**src/rtl/enc_pkg.sv**
```systemverilog
// Shared definitions for the request index encoder.
//
// Contents:
//   enc_state_t   - two-state scan controller encoding (IDLE, SCAN)
//   ENC_N_DEFAULT - default request vector width
package enc_pkg;

  typedef enum logic {IDLE, SCAN} enc_state_t;

  localparam int ENC_N_DEFAULT = 8;

endpackage

```
**src/rtl/lowest_set_index.sv**
```systemverilog
// Combinational priority encoder.
// It returns the binary index of the lowest set bit of a vector.
//
// Ports:
//   vec    [N-1:0]     input  vector to inspect
//   idx    [IDX_W-1:0] index of lowest set bit, 0 when vec is all zero
//   any                at least one bit of vec is set
//   single             exactly one bit of vec is set
module lowest_set_index
  import enc_pkg::*;
#(
  parameter int N = ENC_N_DEFAULT,
  localparam int IDX_W = $clog2(N)
) (
  input  logic [N-1:0]     vec,
  output logic [IDX_W-1:0] idx,
  output logic             any,
  output logic             single
);

  // Walk from the top bit down to bit 0.
  // The last hit wins, so the lowest set bit ends up in idx.
  always_comb begin
    idx = '0;
    for (int i = N - 1; i >= 0; i--) begin
      if (vec[i]) begin
        idx = IDX_W'(i);
      end
    end
  end

  // vec & (vec - 1) clears the lowest set bit.
  // If nothing is left afterwards, exactly one bit was set.
  always_comb begin
    any    = |vec;
    single = any && ((vec & (vec - N'(1))) == '0);
  end

endmodule

```
**src/rtl/req_index_encoder.sv**
```systemverilog
// Sequential N-to-log2(N) encoder.
// It accepts a multi-hot request vector and streams out the index of every
// set bit, lowest first, one index per output handshake.
//
// Ports:
//   clk        rising-edge clock
//   rst        asynchronous active-high reset
//   in_valid   request vector presented on in_req
//   in_ready   block can accept a vector (IDLE and not in reset)
//   in_req     [N-1:0] multi-hot request vector
//   out_valid  out_idx holds a valid index
//   out_ready  consumer accepts the current index
//   out_idx    [IDX_W-1:0] index of lowest pending request
//   out_last   current beat is the final index of this vector
//   err_zero   one-cycle pulse after an all-zero vector was accepted
//   busy       scan in progress
module req_index_encoder
  import enc_pkg::*;
#(
  parameter int N = ENC_N_DEFAULT,
  localparam int IDX_W = $clog2(N)
) (
  input  logic             clk,
  input  logic             rst,
  input  logic             in_valid,
  output logic             in_ready,
  input  logic [N-1:0]     in_req,
  output logic             out_valid,
  input  logic             out_ready,
  output logic [IDX_W-1:0] out_idx,
  output logic             out_last,
  output logic             err_zero,
  output logic             busy
);

  enc_state_t       state;
  enc_state_t       state_next;
  logic [N-1:0]     pending;
  logic [IDX_W-1:0] pend_idx;
  logic             pend_any;
  logic             pend_single;
  logic             in_fire;
  logic             out_fire;

  // Priority encoder on the registered pending mask.
  // out_idx therefore never depends combinationally on any input.
  lowest_set_index #(.N(N)) u_lsi (
    .vec    (pending),
    .idx    (pend_idx),
    .any    (pend_any),
    .single (pend_single)
  );

  assign in_fire  = in_valid && in_ready;
  assign out_fire = out_valid && out_ready;

  // State register.
  // Reset drops straight back to IDLE, discarding any scan in flight.
  always_ff @(posedge clk or posedge rst) begin
    if (rst) begin
      state <= IDLE;
    end else begin
      state <= state_next;
    end
  end

  // Next-state logic.
  // A non-zero vector starts a scan. The scan ends on the handshake of the
  // final index. The pend_any escape keeps the FSM from getting stuck in
  // SCAN with nothing left to emit.
  always_comb begin
    state_next = state;
    unique case (state)
      IDLE: begin
        if (in_fire && (in_req != '0)) begin
          state_next = SCAN;
        end
      end
      SCAN: begin
        if ((out_fire && out_last) || !pend_any) begin
          state_next = IDLE;
        end
      end
      default: state_next = IDLE;
    endcase
  end

  // Pending mask.
  // It is loaded on accept. One bit is retired per output handshake.
  // During a stall it holds, which keeps out_idx and out_last steady.
  always_ff @(posedge clk or posedge rst) begin
    if (rst) begin
      pending <= '0;
    end else if (state == IDLE) begin
      if (in_fire) begin
        pending <= in_req;
      end
    end else if (out_fire) begin
      pending <= pending & (pending - N'(1));
    end
  end

  // Zero-vector flag.
  // It is rewritten every cycle, so it is high for exactly one cycle after
  // an empty vector is accepted.
  always_ff @(posedge clk or posedge rst) begin
    if (rst) begin
      err_zero <= 1'b0;
    end else begin
      err_zero <= in_fire && (in_req == '0);
    end
  end

  // Output decode.
  // in_ready is gated by rst so nothing is taken while reset is asserted.
  always_comb begin
    in_ready  = (state == IDLE) && !rst;
    out_valid = (state == SCAN);
    busy      = (state == SCAN);
    out_idx   = pend_idx;
    out_last  = pend_single && (state == SCAN);
  end

endmodule

```
**config.mk**
```make
export PLATFORM = sky130hd
export DESIGN_NAME = req_index_encoder
export DESIGN_NICKNAME = d
export VERILOG_FILES = /design/src/rtl/enc_pkg.sv /design/src/rtl/lowest_set_index.sv /design/src/rtl/req_index_encoder.sv
export SDC_FILE = /design/constraint.sdc
export NUM_CORES = 1
export LEC_CHECK = 0
export CAP_MARGIN = 10
export CORE_MARGIN = 3
export CORE_UTILIZATION = 33
export CTS_BUF_LIST = sky130_fd_sc_hd__clkbuf_4
export CTS_CLUSTER_SIZE = 16
export DETAILED_ROUTE_END_ITERATION = 7
export HOLD_SLACK_MARGIN = 0.1
export PLACE_DENSITY_LB_ADDON = 0.3
export SYNTH_ARGS = -nofsm -noshare
export SYNTH_HDL_FRONTEND = slang
export SYNTH_HIERARCHICAL = 1
export SYNTH_SLANG_ARGS = --single-unit
```
**constraint.sdc**
```tcl
create_clock -name clk -period 2.4 [get_ports clk]
set_input_delay 0.24 -clock clk [delete_from_list [all_inputs] [get_ports clk]]
set_output_delay 0.24 -clock clk [all_outputs]
set_load 0.05 [all_outputs]
```
**M3 wires**

(8 px per µm) Cells faint in the background.
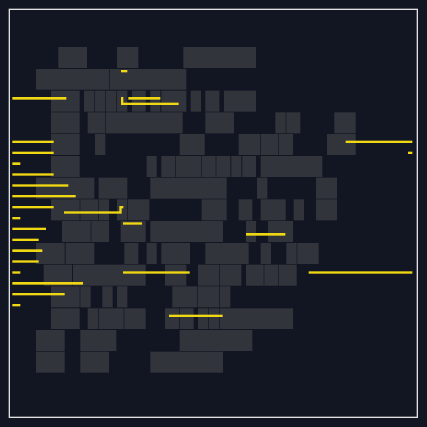
share of all routed wire: 8.2%
main direction: horizontal
wire length on this layer: 132 µm
longest straight run: 12.6 µm
nets with wire on the layer: 25
met3 Track Usage GR: 3.21%
routed wire length: 1620 µm
via count: 675

**Routed metal per tile**

(8 px per µm) The die is cut into 10 by 10 equal tiles; dark purple is low, yellow is high, scaled to the fullest tile. Values are wire area over tile area, all layers added.
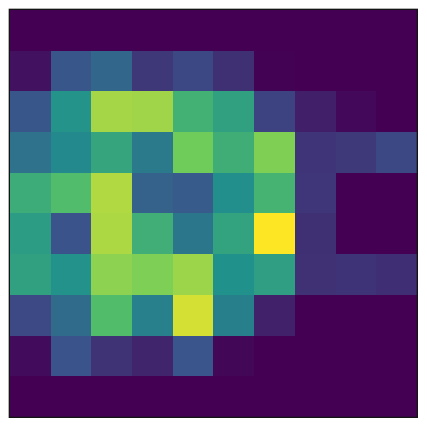
tiles over half the peak: 27%
mean over tiles: 0.10
fullest tile: 0.38
emptiest ninth of the die: bottom right
nearly empty tiles: 37%
total track usage: 14.3%
DR WL/cell: 13.1 µm

## cell usage after synthesis, drive strengths merged
master,number
buf,3
or2b,1
o21ai,2
nand2,16
a21oi,2
xnor2,1
nor2,5
nor3,5
or4,1
nand4,1
inv,4
and2,1
nor4,4
a32o,1
a32oi,3
or3b,1
dfrtp,10
o22a,1
nand3,5
o41ai,1
nand2b,1
nor3b,1
a2111oi,1
o21bai,1
o211ai,2
o311ai,2
maj3,1
## state kept, by name, indices dropped and copies added (netlist names)
signal,count
err_zero,1
pending,8
busy,1
## stage by stage
stage / area, µm² / setup WS (ns) / power (µW) / util, % / instances
after floorplan: 663 / 0.335 / 1050 / - / 77
after global routing: 921 / 0.00289 / 1580 / 51.1 / 124
after detailed placement: 880 / 0.331 / 1320 / 48.8 / 119
final: 921 / 0.102 / 1480 / 51.1 / 124
after CTS: 902 / 0.0323 / 1440 / 50.1 / 122
after global placement: 880 / 0.374 / 1310 / 48.8 / 119
## power groups by stage
stage,Sequential [µW],Combinational [µW],Clock [µW]
after detailed placement,392,928,0
after global routing,415,1040,122
after floorplan,391,654,0
after global placement,386,924,0
final,394,969,114
after CTS,389,931,117
## final cells by class
cell class / instances / area [µm²]
clock buffer: 3 / 22.5
fill: 175 / 881
inverter: 4 / 15.0
multi-input combinational: 60 / 380
sequential: 10 / 254
tap: 25 / 31.3
timing repair buffer: 22 / 218
## per-layer routing
| layer | up-vias | share of wire [%] |
|---|---|---|
| met5 | - | 0 |
| met4 | 0 | 2.4 |
| met3 | 5 | 8.1 |
| met2 | 32 | 43 |
| met1 | 302 | 46 |
| li1 | 336 | - |
## timing repair
item | 4_1_cts | 5_1_grt
resized | 0 | 3
setup buffers | 0 | 2
endpoints found under the setup margin | 0 | 1
hold buffers | 0 | 0
==> impl_metrics.ini <==
; yosys + openroad results
[status]
status = complete, no violations

[sta]
worst_slew_pin_slew_ns = 0.527
fmax_mhz = 435
finalSetupViolations = 0
period_used_pct = 95.8
clock-skew-final_ns = 0.00405
finalSetupTns_ns = 0
holdWs_ns = 0.341
rsz0062_at_grt = no

[grt]
grt_pass1_wl_um = 2820
grt_pass1_vias = 651
grt_antenna_before_repair = 0
grtUsageMet2_pct = 22.6

[synth]
synthCells = 77
syn_nets = 89
yosysWarnings = 6
mux_share_pct = 0
adder_share_pct = 1.51
ys_sh_xor_pct = 1.32
ys_ff = 10

[setup_path]
startpoint = pending[3]
path_cells = nor4_4 > buf_4 > xnor2_1 > o41ai_1 > o22a_1 > and2_1 > buf_12
cp.required_ns = 2.16
cp-end-kind = output port
cp_max_fo = 7
cp_num_buf_inv = 2
cp_num_cells = 7
cpMaxStageDelayCell = dfrtp_2
cp_data_arrival_time_ns = 2.06
critical_path.top_delay_family = simple AND/OR/NAND/NOR gates
max_stage_delay_ns = 0.45

[drt]
route.detailed.drc = 0
viasPerCell = 5.44

[die]
fp.dieH_um = 50.8
initial_core_util_pct = 36.8
ios = 20
chipArea_mm2 = 0.00258

[final_layout]
drive_gt1_share_pct = 18.2
synthToLayoutAreaGrowth_pct = 38.9

[power_and_ir_drop]
combinationalPowerShare_pct = 65.6
p_switching_uw = 769
swShare_pct = 52.1
power_frac_seq_pct = 26.7
p_leak_uw = 0.000364

[placement]
portBuffers = 19

[clock_network]
clock_latency_ns = 0.27
clock_path_buffers = 2
cts_sinks = 10
Power and IR drop assume default switching activity.
